Signal wires by layer:
(6 px per micron) Only two layers are drawn.
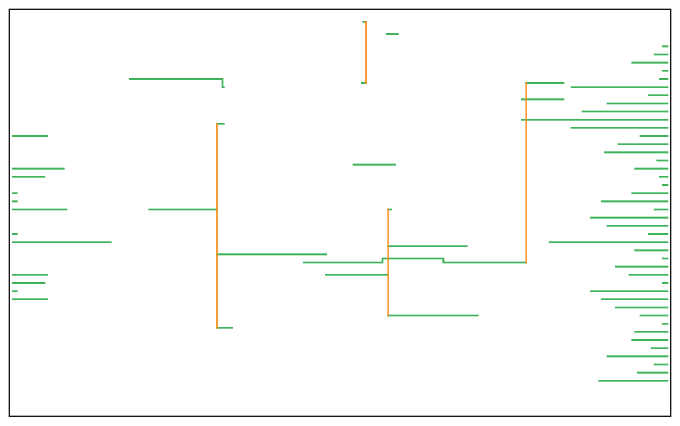
M4 wires:
(6 px per micron) Supply wires on this layer in gray.
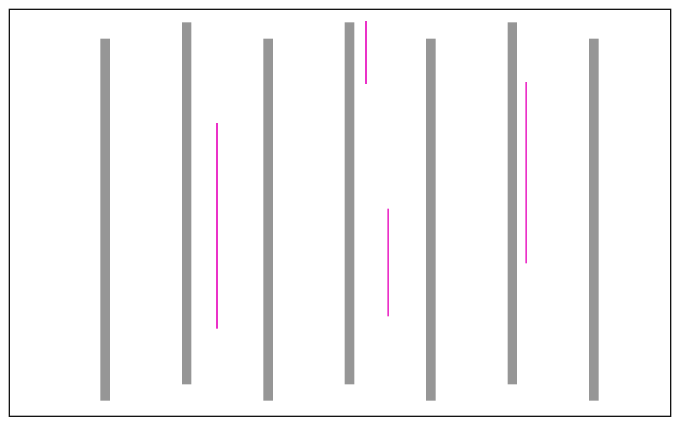
Sequential cells colored by netlist name:
(6 px per micron) Other sequential cells in the stronger gray, the rest of the logic in the fainter gray.
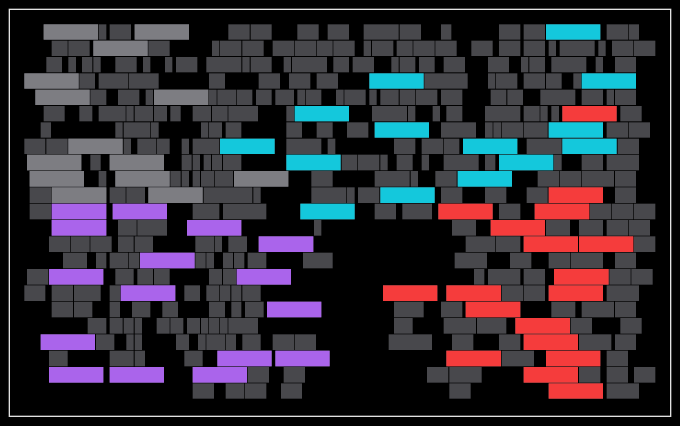
Met1 routing:
(6 px per micron) Supply wires on this layer in gray.
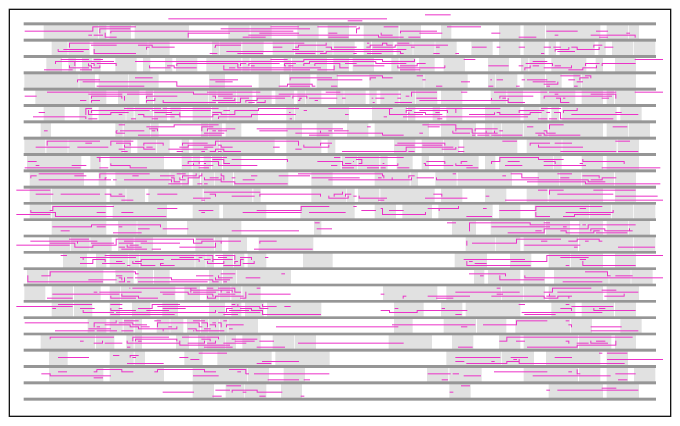
Congestion heat map:
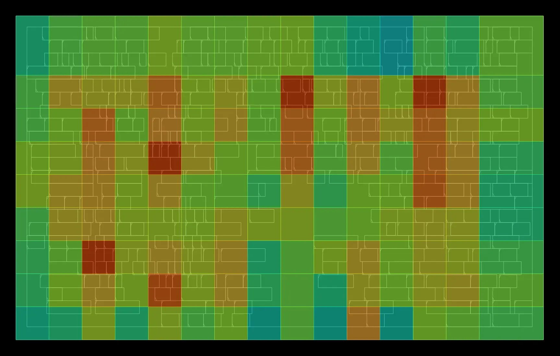
**config.mk**
```make
export PLATFORM = sky130hd
export DESIGN_NAME = tier2_lram_scheduler
export DESIGN_NICKNAME = d
export VERILOG_FILES = /design/src/rtl/tier2_pkg.sv /design/src/rtl/tier2_lram_arb_core.sv /design/src/rtl/tier2_lram_scheduler.sv
export SDC_FILE = /design/constraint.sdc
export NUM_CORES = 1
export LEC_CHECK = 0
export CAP_MARGIN = 20
export CORE_ASPECT_RATIO = 0.6
export CORE_MARGIN = 2
export CORE_UTILIZATION = 44
export DETAILED_ROUTE_END_ITERATION = 7
export PLACE_DENSITY = 0.8
export SLEW_MARGIN = 15
export SYNTH_ARGS = -nofsm -noshare
export SYNTH_HDL_FRONTEND = slang
export SYNTH_SLANG_ARGS = --single-unit
```
**constraint.sdc**
```tcl
create_clock -name clk -period 2.1 [get_ports clk]
set_input_delay 0.315 -clock clk [delete_from_list [all_inputs] [get_ports clk]]
set_output_delay 0.315 -clock clk [all_outputs]
set_load 0.01 [all_outputs]
```
**src/rtl/tier2_pkg.sv**
```systemverilog
// Shared definitions for the tier-2 line-RAM scheduler: phase codes and default widths.
package tier2_pkg;

    localparam int DEF_WORD_WIDTH = 18;
    localparam int DEF_ADDR_WIDTH = 14;

    typedef enum logic [1:0] {
        PH_BUFFER = 2'd0,
        PH_TRUNC  = 2'd1,
        PH_GEN    = 2'd2,
        PH_FLUSH  = 2'd3
    } phase_e;

endpackage

```
**src/rtl/tier2_lram_arb_core.sv**
```systemverilog
// Single-port arbiter: phase-dependent priority with anti-starvation wait counters.
module tier2_lram_arb_core
    import tier2_pkg::*;
#(
    parameter int MAX_WAIT = 4
) (
    input  logic   clk,
    input  logic   rst,
    input  phase_e phase,
    input  logic   wr_req,
    input  logic   rd_req,
    output logic   wr_gnt,
    output logic   rd_gnt
);

    localparam int WAIT_W = $clog2(MAX_WAIT + 1);
    localparam logic [WAIT_W-1:0] WAIT_MAX = WAIT_W'(MAX_WAIT);

    logic [WAIT_W-1:0] wr_wait;
    logic [WAIT_W-1:0] rd_wait;
    logic              port_open;
    logic              wr_wins;

    always_comb begin
        port_open = (phase != PH_FLUSH);
        // wr_wins only matters when both sides request
        if (phase == PH_GEN) begin
            wr_wins = (wr_wait == WAIT_MAX);
        end else begin
            wr_wins = (rd_wait != WAIT_MAX);
        end
        wr_gnt = port_open && wr_req && (!rd_req || wr_wins);
        rd_gnt = port_open && rd_req && (!wr_req || !wr_wins);
    end

    // A requester that is open-phase, requesting and not granted has lost to the other side
    always_ff @(posedge clk or negedge rst) begin
        if (!rst) begin
            wr_wait <= '0;
            rd_wait <= '0;
        end else begin
            if (wr_gnt) begin
                wr_wait <= '0;
            end else if (port_open && wr_req && (wr_wait != WAIT_MAX)) begin
                wr_wait <= wr_wait + WAIT_W'(1);
            end
            if (rd_gnt) begin
                rd_wait <= '0;
            end else if (port_open && rd_req && (rd_wait != WAIT_MAX)) begin
                rd_wait <= rd_wait + WAIT_W'(1);
            end
        end
    end

endmodule

```
**src/rtl/tier2_lram_scheduler.sv**
```systemverilog
// Tier-2 phase sequencer plus registered single-port line-RAM interface.
module tier2_lram_scheduler
    import tier2_pkg::*;
#(
    parameter int WORD_WIDTH = DEF_WORD_WIDTH,
    parameter int ADDR_WIDTH = DEF_ADDR_WIDTH,
    parameter int MAX_WAIT   = 4,
    parameter int CNT_WIDTH  = 16
) (
    input  logic                  clk,
    input  logic                  rst,
    input  logic                  buffer_all_over,
    input  logic                  cal_truncation_point_over,
    input  logic                  codestream_generate_over,
    input  logic                  wr_req,
    input  logic [ADDR_WIDTH-1:0] wr_addr,
    input  logic [WORD_WIDTH-1:0] wr_data,
    input  logic                  rd_req,
    input  logic [ADDR_WIDTH-1:0] rd_addr,
    output logic                  wr_gnt,
    output logic                  rd_gnt,
    output logic [ADDR_WIDTH-1:0] ram_addr,
    output logic [WORD_WIDTH-1:0] ram_wdata,
    output logic                  ram_we,
    output logic                  ram_re,
    output logic                  rd_data_valid,
    output logic                  cal_truncation_point_start,
    output logic                  codestream_generate_start,
    output logic                  rst_syn,
    output logic [1:0]            phase,
    output logic [CNT_WIDTH-1:0]  conflict_cnt
);

    // state     | meaning
    // PH_BUFFER | tier-1 code-blocks being buffered, writer has priority
    // PH_TRUNC  | truncation-point calculation, writer has priority
    // PH_GEN    | codestream generation, reader has priority
    // PH_FLUSH  | one-cycle clear of tier-2 blocks, port closed

    phase_e state;
    phase_e state_next;
    logic   cal_start_next;
    logic   gen_start_next;

    always_ff @(posedge clk or negedge rst) begin
        if (!rst) begin
            state <= PH_BUFFER;
        end else begin
            state <= state_next;
        end
    end

    always_comb begin
        state_next     = state;
        cal_start_next = 1'b0;
        gen_start_next = 1'b0;
        case (state)
            PH_BUFFER: if (buffer_all_over) begin
                state_next     = PH_TRUNC;
                cal_start_next = 1'b1;
            end
            PH_TRUNC: if (cal_truncation_point_over) begin
                state_next     = PH_GEN;
                gen_start_next = 1'b1;
            end
            PH_GEN: if (codestream_generate_over) begin
                state_next = PH_FLUSH;
            end
            PH_FLUSH: state_next = PH_BUFFER;
            default:  state_next = PH_BUFFER;
        endcase
    end

    assign phase = state;

    tier2_lram_arb_core #(
        .MAX_WAIT (MAX_WAIT)
    ) u_arb (
        .clk    (clk),
        .rst    (rst),
        .phase  (state),
        .wr_req (wr_req),
        .rd_req (rd_req),
        .wr_gnt (wr_gnt),
        .rd_gnt (rd_gnt)
    );

    // ram_addr/ram_wdata hold their last value when no access is issued
    always_ff @(posedge clk or negedge rst) begin
        if (!rst) begin
            ram_addr                   <= '0;
            ram_wdata                  <= '0;
            ram_we                     <= 1'b0;
            ram_re                     <= 1'b0;
            rd_data_valid              <= 1'b0;
            cal_truncation_point_start <= 1'b0;
            codestream_generate_start  <= 1'b0;
            rst_syn                    <= 1'b0;
            conflict_cnt               <= '0;
        end else begin
            ram_we        <= wr_gnt;
            ram_re        <= rd_gnt;
            rd_data_valid <= ram_re;
            if (wr_gnt) begin
                ram_addr  <= wr_addr;
                ram_wdata <= wr_data;
            end else if (rd_gnt) begin
                ram_addr <= rd_addr;
            end
            cal_truncation_point_start <= cal_start_next;
            codestream_generate_start  <= gen_start_next;
            rst_syn                    <= (state_next == PH_FLUSH);
            if (wr_req && rd_req && (conflict_cnt != '1)) begin
                conflict_cnt <= conflict_cnt + CNT_WIDTH'(1);
            end
        end
    end

endmodule

```
==> reports/results.txt <==
CP Buf/Inv Count: 3
CP max stage delay: 0.36 ns
IO Count: 111
Seq/total area: 34.8%
Biggest Area Class: flip-flops and latches
headroom to the max-slew limit: 58.4%
Worst path top cell family by delay: multiplexers
met3 Use GR: 6.47%
post-route ant nets: 0
Cell Area, Synth: 2970 sq um
post-synth top area cell: dfrtp_1
Yosys Chip Area: 2970 sq um
met1 WL: 3540 microns
Final Hold Fails: 0
Crit-path slowest cell: dfrtp_1
Tmin final: 1.98 ns
Least-Margin Pin Slew: 0.623 ns
Top cells excl fill/tap: 107 x clkdlybuf4s50_1, 62 x dfrtp_1, 28 x nand2_1
dpl hpwl: 5360 microns
pin count of the biggest net entering global routing: 36
Area leader share: 52.3%
Post-synth mux share: 10.2%
met3 WL: 506 microns
Netlist cell types: 33
vias in the first global route: 2,180
layout clock buffer count: 9
Tot Pwr: 5.28 mW
Final nets: 434
post-synthesis sequential area ratio: 52.3%
CTS root buf: clkbuf_8
Routed met2 length: 3190 microns
HP Start: ram_re
tool warning count: 28
fmax: 505 MHz
FF-to-FF setup slack: 0.12 ns
GRT Overall Usage: 20.2%
Tcrit/Tclk final: 94.2%
combinational share of cell area: 28.9%
kind of critical path: flip-flop to flip-flop
DRT iter0 DRCs: 104
clock tree sinks: 62
Post-Syn Instances: 246
vias per cell: 5.03
Hold Crit Class: flip-flop to flip-flop
hold path depth: 0
Site Rows: 23
syn nets: 304
endpoint class of the critical path: flip-flop
final non-filler cell total: 468
register area: 1550 sq um
DR top layer: met4
DP Cell Count: 450
Synth warnings: 0
Worst R2R Path Depth: 8
XOR/XNOR Area Share: 5.32%
simple share: 10.8%
GR Overflow Total: 0
DIE AREA: 7430 sq um
Final setup violation count: 0
total CTS buffers: 9
post-route cell area: 4460 sq um
DRC: 0
Post-synth regs: 62
Worst Slack Setup Final: 0.122 ns
ANT cells: 0
yosys adder share: 2.11%
layout cell share with drive strength beyond 1: 19.9%
GP Congestion: 0.751
clock network area share: 3.93%
nonclk inv count: 20
CTS tree: done
Final Max Tran Viols: 0
highest-count logic cell in the final layout: clkdlybuf4s50_1
area post-placement: 4270 sq um
cell count in the Yosys report: 246
tally of filler cells in the layout: 506
First-pass DRT Iterations: 4
chip height: 67.6 microns
Logic Gate Count: 155
Layout area overhead: 50.3%
logic area: 1290 sq um
Final TNS setup: 0 ns
Max VDD drop: 816 uV
CORE AREA: 6590 sq um
RR Startpoint: u_arb.rd_wait[0]
Worst-path clk slew: 0.08 ns
CP startpoint kind: flip-flop
Top cells by area: dfrtp_1 52%, o311ai_2 7.7%, mux2_4 6.1%
Initial Util: 45.0%
clk_skew: 0.0107 ns
hold slack: 0.397 ns
critical-path maximum fanout: 25
grt met1 use: 28.6%
CP required: 2.32 ns
num tapcells: 87
Synth Area in Compound Gates: 14.6%
reg2reg end: ram_wdata[0]
Largest logic family: AND-OR/OR-AND gates
Worst Path Arrival: 2.20 ns
RSZ-0062 raised after global routing: no
max_cap viols: 0
Final non-clock buffer share: 28.3%
Static Leakage: 1.89 nW
antenna violations before repair: 0
non-clock buffer total of the final layout: 128
first-pass GRT wire length: 11,200 microns
drt total wl: 7330 microns
pwr/cell area: 1180 nW/um^2
clk ins delay skew pair: 0.34 ns
Mean Syn Cell Area: 12.1 sq um
Hold Path Sink: rd_data_valid
H-tree Lvls: 3
pre-CTS WS: 0.0374 ns
vias: 2,354
maximum clock insertion buffer count: 2
status: completed
I/O Buffers: 110
Die W: 110 microns
Critical Path, Cell by Cell: inv_1, ha_1, and2_1, mux2i_4, o21a_2, buf_4, buf_12, mux2_2
sequential cell count: 62
Notes on 'signal wires by layer' above:
green -> met3  # wire length 507 microns
orange -> met4  # wire length 91.8 microns

Notes on 'M4 wires' above:
wire length on this layer = 91.8 microns
nets with wire on the layer = 3
main direction = vertical

Notes on 'sequential cells colored by netlist name' above:
cyan -> ram_addr  # placed flops 14
purple -> conflict_cnt  # placed flops 16
red -> ram_wdata  # placed flops 18

Notes on 'met1 routing' above:
nets with wire on the layer = 372
main direction = horizontal

Notes on 'congestion heat map' above:
average wire per standard cell: 15.7 microns
Final Core Density: 67.6%
Most Used Layer, Global Route: met2
M2 GR Usage: 29.3%

==> what timing repair did <==
action	4_1_cts	5_1_grt
hold buffers	1	0
pin swaps	1	1
endpoints found under the hold margin	8	0
gates cloned	0	0
resized	5	4
endpoints found under the setup margin	2	2
setup buffers	0	1
==> flip-flops by register name, summed over array words and instances, names as in the netlist <==
signal                      count
codestream_generate_start       1
conflict_cnt                   16
ram_re                          1
u_arb.rd_wait                   3
ram_we                          1
phase                           2
ram_wdata                      18
u_arb.wr_wait                   3
cal_truncation_point_start      1
rd_data_valid                   1
ram_addr                       14
rst_syn                         1
==> how the worst max path moves through the flow <==
stage | slack [ns] | depth (start not counted) | startpoint | to
after floorplan | 0.27 | 5 | conflict_cnt[0] | conflict_cnt[1]
after global placement | 0.08 | 4 | wr_req | wr_gnt
after detailed placement | 0.04 | 6 | u_arb.rd_wait[0] | rd_gnt
after CTS | 0.006 | 6 | u_arb.rd_wait[0] | rd_gnt
after global routing | 0.07 | 6 | u_arb.rd_wait[0] | rd_gnt
final | 0.12 | 8 | u_arb.rd_wait[0] | ram_wdata[0]
==> cell usage after synthesis <==
library cell and n:
dfrtp_1 62, nand2_1 29, inv_1 20, xnor2_1 16
o211ai_1 15, o311ai_2 14, mux2_4 12, nand3_1 9
o21ai_0 9, mux2_2 8, nor2_1 8, clkbuf_1 5
ha_1 5, and2_1 3, and3_1 3, and4_1 3
buf_6 3, nand4_1 3, a21oi_1 2, nor3b_1 2
nor4_1 2, xor2_1 2, a21boi_1 1, buf_4 1
mux2i_1 1, mux2i_4 1, nand2b_4 1, nand4b_1 1
nor3_1 1, o2111ai_1 1, o21a_1 1, o21ai_2 1
o22ai_1 1
==> power breakdown <==
group,internal [mW],switching [mW]
clock,0.428,0.490
sequential,1.62,0.285
combinational,1.41,1.04
Power figures rest on the tool's default switching activity, not on a simulated workload.
